`src/rtl/display_arbiter.sv`:
```
// display_arbiter: shares the single 4-digit seven-segment display among an
// alert requester (0) and two normal requesters (1, 2). Ownership has a
// minimum dwell time, rotates round-robin and is preempted by a new alert.
// The granted owner's digit data is registered toward the display driver.
// Optional feature macro: DISPLAY_ARBITER_BLINK_EN (per-owner blanking blink).
module display_arbiter #(
  parameter int HOLD_CYCLES = 100_000_000,
  parameter int BLINK_BIT   = 24
) (
  input  logic        clk,
  input  logic        rst,
  input  logic [2:0]  req,
  input  logic [47:0] hexs_in,
  input  logic [11:0] points_in,
  input  logic [11:0] LEs_in,
  input  logic [2:0]  blink,
  output logic [15:0] hexs,
  output logic [3:0]  points,
  output logic [3:0]  LEs,
  output logic [2:0]  grant,
  output logic        busy,
  output logic        switch_pulse
);

  localparam int DW = (HOLD_CYCLES > 1) ? $clog2(HOLD_CYCLES) : 1;
  localparam logic [DW-1:0] DWELL_MAX = DW'(HOLD_CYCLES - 1);

  typedef enum logic {
    S_IDLE,
    S_OWN
  } stateType;

  stateType       r_state;
  stateType       w_nextState;
  logic [1:0]     r_owner;
  logic [1:0]     w_nextOwner;
  logic [1:0]     r_rrLast;
  logic [1:0]     w_nextRrLast;
  logic [DW-1:0]  r_dwell;
  logic [DW-1:0]  w_nextDwell;
  logic           r_req0d;
  logic [2:0]     r_grant;
  logic           r_switch;
  logic           w_nextSwitch;
  logic           w_load;
  logic           w_blank;
  logic [15:0]    r_hexs;
  logic [3:0]     r_points;
  logic [3:0]     r_lesData;
  logic [15:0]    w_nextHexs;
  logic [3:0]     w_nextPoints;
  logic [3:0]     w_nextLesData;
  logic           w_req0Rise;
  logic           w_holdDone;
  logic           w_othersReq;
  logic [1:0]     w_idleWinner;
  logic [1:0]     w_rotWinner;

  // Advance an index modulo 3.
  function automatic logic [1:0] inc3(input logic [1:0] x);
    return (x == 2'd2) ? 2'd0 : x + 2'd1;
  endfunction

  // First requester with req high among base+1, base+2, base (mod 3).
  function automatic logic [1:0] pickFrom(input logic [1:0] base, input logic [2:0] r);
    logic [1:0] c1;
    logic [1:0] c2;
    c1 = inc3(base);
    c2 = inc3(c1);
    if (r[c1])
      return c1;
    else if (r[c2])
      return c2;
    else
      return base;
  endfunction

  function automatic logic [2:0] toOneHot(input logic [1:0] idx);
    return 3'b001 << idx;
  endfunction

  assign w_req0Rise   = req[0] & ~r_req0d;
  assign w_holdDone   = (r_dwell == DWELL_MAX);
  assign w_othersReq  = |(req & ~toOneHot(r_owner));
  assign w_idleWinner = pickFrom(r_rrLast, req);
  assign w_rotWinner  = pickFrom(r_owner, req);

  // Next-state logic: preemption beats rotation, which beats staying or idling.
  always_comb begin
    w_nextState  = r_state;
    w_nextOwner  = r_owner;
    w_nextRrLast = r_rrLast;
    w_nextDwell  = r_dwell;
    w_nextSwitch = 1'b0;
    w_load       = 1'b0;
    w_blank      = 1'b0;
    case (r_state)
      S_IDLE: begin
        if (|req) begin
          w_nextState  = S_OWN;
          w_nextOwner  = w_idleWinner;
          w_nextDwell  = '0;
          w_nextSwitch = 1'b1;
          w_load       = 1'b1;
        end else begin
          w_blank = 1'b1;
        end
      end
      S_OWN: begin
        if (w_req0Rise && (r_owner != 2'd0)) begin
          w_nextOwner  = 2'd0;
          w_nextDwell  = '0;
          w_nextSwitch = 1'b1;
          w_load       = 1'b1;
        end else if (w_holdDone && w_othersReq) begin
          w_nextOwner  = w_rotWinner;
          w_nextRrLast = r_owner;
          w_nextDwell  = '0;
          w_nextSwitch = 1'b1;
          w_load       = 1'b1;
        end else if (w_holdDone && req[r_owner]) begin
          w_load = 1'b1;
        end else if (w_holdDone) begin
          w_nextState  = S_IDLE;
          w_nextRrLast = r_owner;
          w_blank      = 1'b1;
        end else begin
          w_nextDwell = r_dwell + DW'(1);
          w_load      = req[r_owner];
        end
      end
      default: begin
        w_nextState = S_IDLE;
        w_blank     = 1'b1;
      end
    endcase
  end

  // Arbitration state, dwell counter, alert edge detector and grant outputs.
  always_ff @(posedge clk or negedge rst) begin
    if (!rst) begin
      r_state  <= S_IDLE;
      r_owner  <= 2'd0;
      r_rrLast <= 2'd2;
      r_dwell  <= '0;
      r_req0d  <= 1'b0;
      r_grant  <= 3'b000;
      r_switch <= 1'b0;
    end else begin
      r_state  <= w_nextState;
      r_owner  <= w_nextOwner;
      r_rrLast <= w_nextRrLast;
      r_dwell  <= w_nextDwell;
      r_req0d  <= req[0];
      r_grant  <= (w_nextState == S_OWN) ? toOneHot(w_nextOwner) : 3'b000;
      r_switch <= w_nextSwitch;
    end
  end

  // Digit data selection: blank, reload from the (next) owner, or freeze.
  always_comb begin
    w_nextHexs    = r_hexs;
    w_nextPoints  = r_points;
    w_nextLesData = r_lesData;
    if (w_blank) begin
      w_nextHexs    = 16'h0000;
      w_nextPoints  = 4'hF;
      w_nextLesData = 4'hF;
    end else if (w_load) begin
      w_nextHexs    = hexs_in[{w_nextOwner, 4'b0000} +: 16];
      w_nextPoints  = points_in[{w_nextOwner, 2'b00} +: 4];
      w_nextLesData = LEs_in[{w_nextOwner, 2'b00} +: 4];
    end
  end

  // Registered digit data toward the display driver.
  always_ff @(posedge clk or negedge rst) begin
    if (!rst) begin
      r_hexs    <= 16'h0000;
      r_points  <= 4'hF;
      r_lesData <= 4'hF;
    end else begin
      r_hexs    <= w_nextHexs;
      r_points  <= w_nextPoints;
      r_lesData <= w_nextLesData;
    end
  end

`ifdef DISPLAY_ARBITER_BLINK_EN
  logic [BLINK_BIT:0] r_blinkCnt;
  logic [3:0]         r_lesOut;
  logic               w_blinkOff;

  assign w_blinkOff = (w_nextState == S_OWN) && blink[w_nextOwner] && r_blinkCnt[BLINK_BIT];

  // Free-running blink phase; blanks all digits of a blinking owner in the on phase.
  always_ff @(posedge clk or negedge rst) begin
    if (!rst) begin
      r_blinkCnt <= '0;
      r_lesOut   <= 4'hF;
    end else begin
      r_blinkCnt <= r_blinkCnt + (BLINK_BIT + 1)'(1);
      r_lesOut   <= w_blinkOff ? 4'hF : w_nextLesData;
    end
  end

  assign LEs = r_lesOut;
`else
  logic [BLINK_BIT:0] w_unusedBlink;
  assign w_unusedBlink = (BLINK_BIT + 1)'(^blink);
  assign LEs = r_lesData;
`endif

  assign hexs         = r_hexs;
  assign points       = r_points;
  assign grant        = r_grant;
  assign busy         = |r_grant;
  assign switch_pulse = r_switch;

endmodule
```
`config.mk`:
```
export PLATFORM = sky130hd
export DESIGN_NAME = display_arbiter
export DESIGN_NICKNAME = d
export VERILOG_FILES = /design/src/rtl/display_arbiter.sv
export SDC_FILE = /design/constraint.sdc
export NUM_CORES = 1
export LEC_CHECK = 0
export ABC_AREA = 0
export CELL_PAD_IN_SITES_DETAIL_PLACEMENT = 0
export CELL_PAD_IN_SITES_GLOBAL_PLACEMENT = 1
export CORE_UTILIZATION = 38
export CTS_BUF_LIST = sky130_fd_sc_hd__clkbuf_8 sky130_fd_sc_hd__clkbuf_16
export DETAILED_ROUTE_END_ITERATION = 10
export PLACE_DENSITY_LB_ADDON = 0.1
export SLEW_MARGIN = 20
export SYNTH_ARGS = -nofsm -noshare
export SYNTH_HDL_FRONTEND = slang
export SYNTH_SLANG_ARGS = --single-unit
```
`constraint.sdc`:
```
create_clock -name clk -period 7.2 [get_ports clk]
set_input_delay 1.08 -clock clk [delete_from_list [all_inputs] [get_ports clk]]
set_output_delay 1.08 -clock clk [all_outputs]
set_load 0.02 [all_outputs]
```
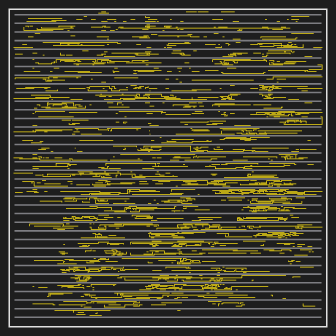
(images/met1.png)
Supply wires on this layer in gray.
longest straight run: 53.4 µm
nets with wire on the layer: 492
main direction: horizontal
share of all routed wire: 45%

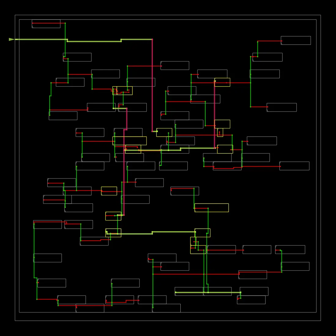
(images/final_clocks.png)
Clock Latency Late Sink: 0.34 ns
TritonCTS buffer count: 9
Worst Skew: 0.0144 ns
Clk. pwr: 0.348 mW

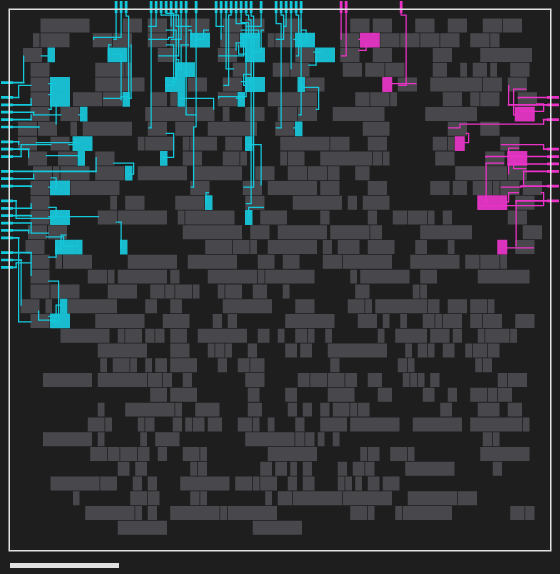
(images/port_nets.png)
Scale bar: 20 µm.
legend:
  cyan:
    port: `hexs_in`
    bits: 48
    direction: input
    end_cells: 32
    buffers: 48
    wire: 757 µm
  magenta:
    port: `points_in`
    bits: 12
    direction: input
    end_cells: 8
    buffers: 12
    wire: 193 µm
io pins: 109
I/O Buffers: 105

==> ci_impl_report.md <==
### Yosys + OpenROAD results

| Metric | Value |
|---|---|
| Final hold slack | around 0.5 ns |
| Gate power share | 0.434 |
| Comb pwr | 0.665 mW |
| Pins Over Slew Limit | 0 |
| Top cell excl fill/tap | clkdlybuf4s50_1 |
| Initial antenna violation count | 0 |
| Top cell area share | 0.361 |
| Final tally of hold violations | 0 |
| PD cells | between 300 and 400 nW/µm² |
| Routed vias | ~3200 |
| # nets final | around 560 |
| Cell row count | 35 |
| Syn Area/Cell | between 9 and 10 µm² |
| Register share after synthesis | 0.427 |
| Synthesized area | approximately 3600 µm² |
| Min-Delay Endpoint | r_dwell[26] |
| OpenROAD warning count | 29 |
| RSZ-0062 raised after global routing | no |
| Gr ovfl total | 0 |
| Power Sequential | approximately 0.52 mW |
| Die width | 99.4 µm |
| Worst setup SP type | input pin |
| TritonCTS clock tree | built |
| Outcome | complete, no violations |
| Max frequency | 0.254 GHz |
| Setup crit end kind | flip-flop |
| Most instantiated library cell after synthesis | dfrtp_1 |
| First-pass GRT wire length | approximately 16000 µm |
| Mapped Cells | roughly 380 |
| Max-Cap Viols | 0 |
| Placeable Area | ~9200 µm² |
| Die Area | roughly 10000 µm² |
| Main synth FF type | dfrtp_1 |
| Max reg flops | 27 |
| Post-synth area from yosys stat | roughly 3600 µm² |
| Placed cell count | between 500 and 600 |
| Ant diodes | 0 |
| Post-synth EDFFs | 0 |
| CP max stage delay | between 0.6 and 0.7 ns |
| P&R area growth vs syn | 36.8% |
| Final worst setup slack | approximately 3.3 ns |
| Post-route DRC | 0 |
| Final setup TNS | 0 ns |
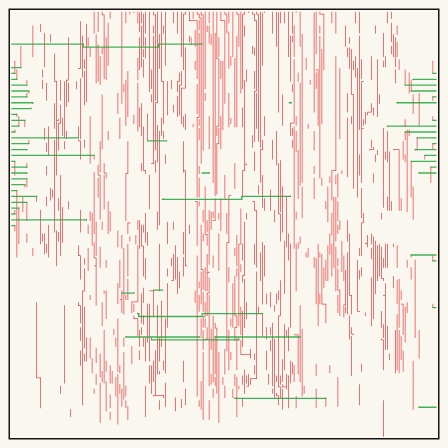
(images/metal_stack.png)
Two of the layers only.
legend:
  green:
    layer: met3
    wire_length: 394 µm
  red:
    layer: met2
    wire_length: 4720 µm
GRT Util Overall: 0.198
routed len/inst: 16.0 µm

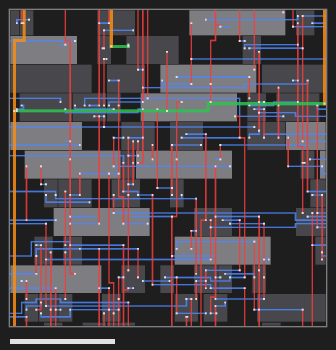
(images/zoom.png)
Scale bar: 10 µm. Region (35, 35) to (65, 65) µm. Cells in gray, sequential cells in the stronger gray; small squares are vias.
legend:
  orange:
    layer: met4
  red:
    layer: met2
  green:
    layer: met3
  blue:
    layer: met1
netlist names of flops here include: `r_dwell` (6), `grant` (2), `hexs` (2)
sequential cells in the window: 10
most frequent: dfrtp_1 (10), nor2_1 (5)
cells with their middle in the window: 50

## cell families after synthesis
family / count (synthesis) / synth area share
flip-flops: 61 / 0.427
buffers and inverters: 45 / 0.0607
AND/OR/NAND/NOR: 140 / 0.194
XOR/XNOR: 15 / 0.0364
multiplexers: 27 / 0.0753
adder cells (fa/ha/maj): 1 / 0.00347
AND-OR/OR-AND: 88 / 0.203
## cell type report
type | instances | area (µm²)
Fill cell | 860 | 4270
Inverter | 25 | 96.3
Clock inverter | 5 | 73.8
Multi-Input combinational cell | 271 | 1850
Timing Repair Buffer | 110 | 1080
Sequential cell | 61 | 1540
Tap cell | 111 | 139
Clock buffer | 11 | 151
## metal layers
layer	part of all wire	GRT usage
met5	0	0
met4	0.0092	0.0509
met3	0.042	0.0365
met2	0.50	0.343
met1	0.45	0.255
Power is estimated from default activity; no workload was simulated.
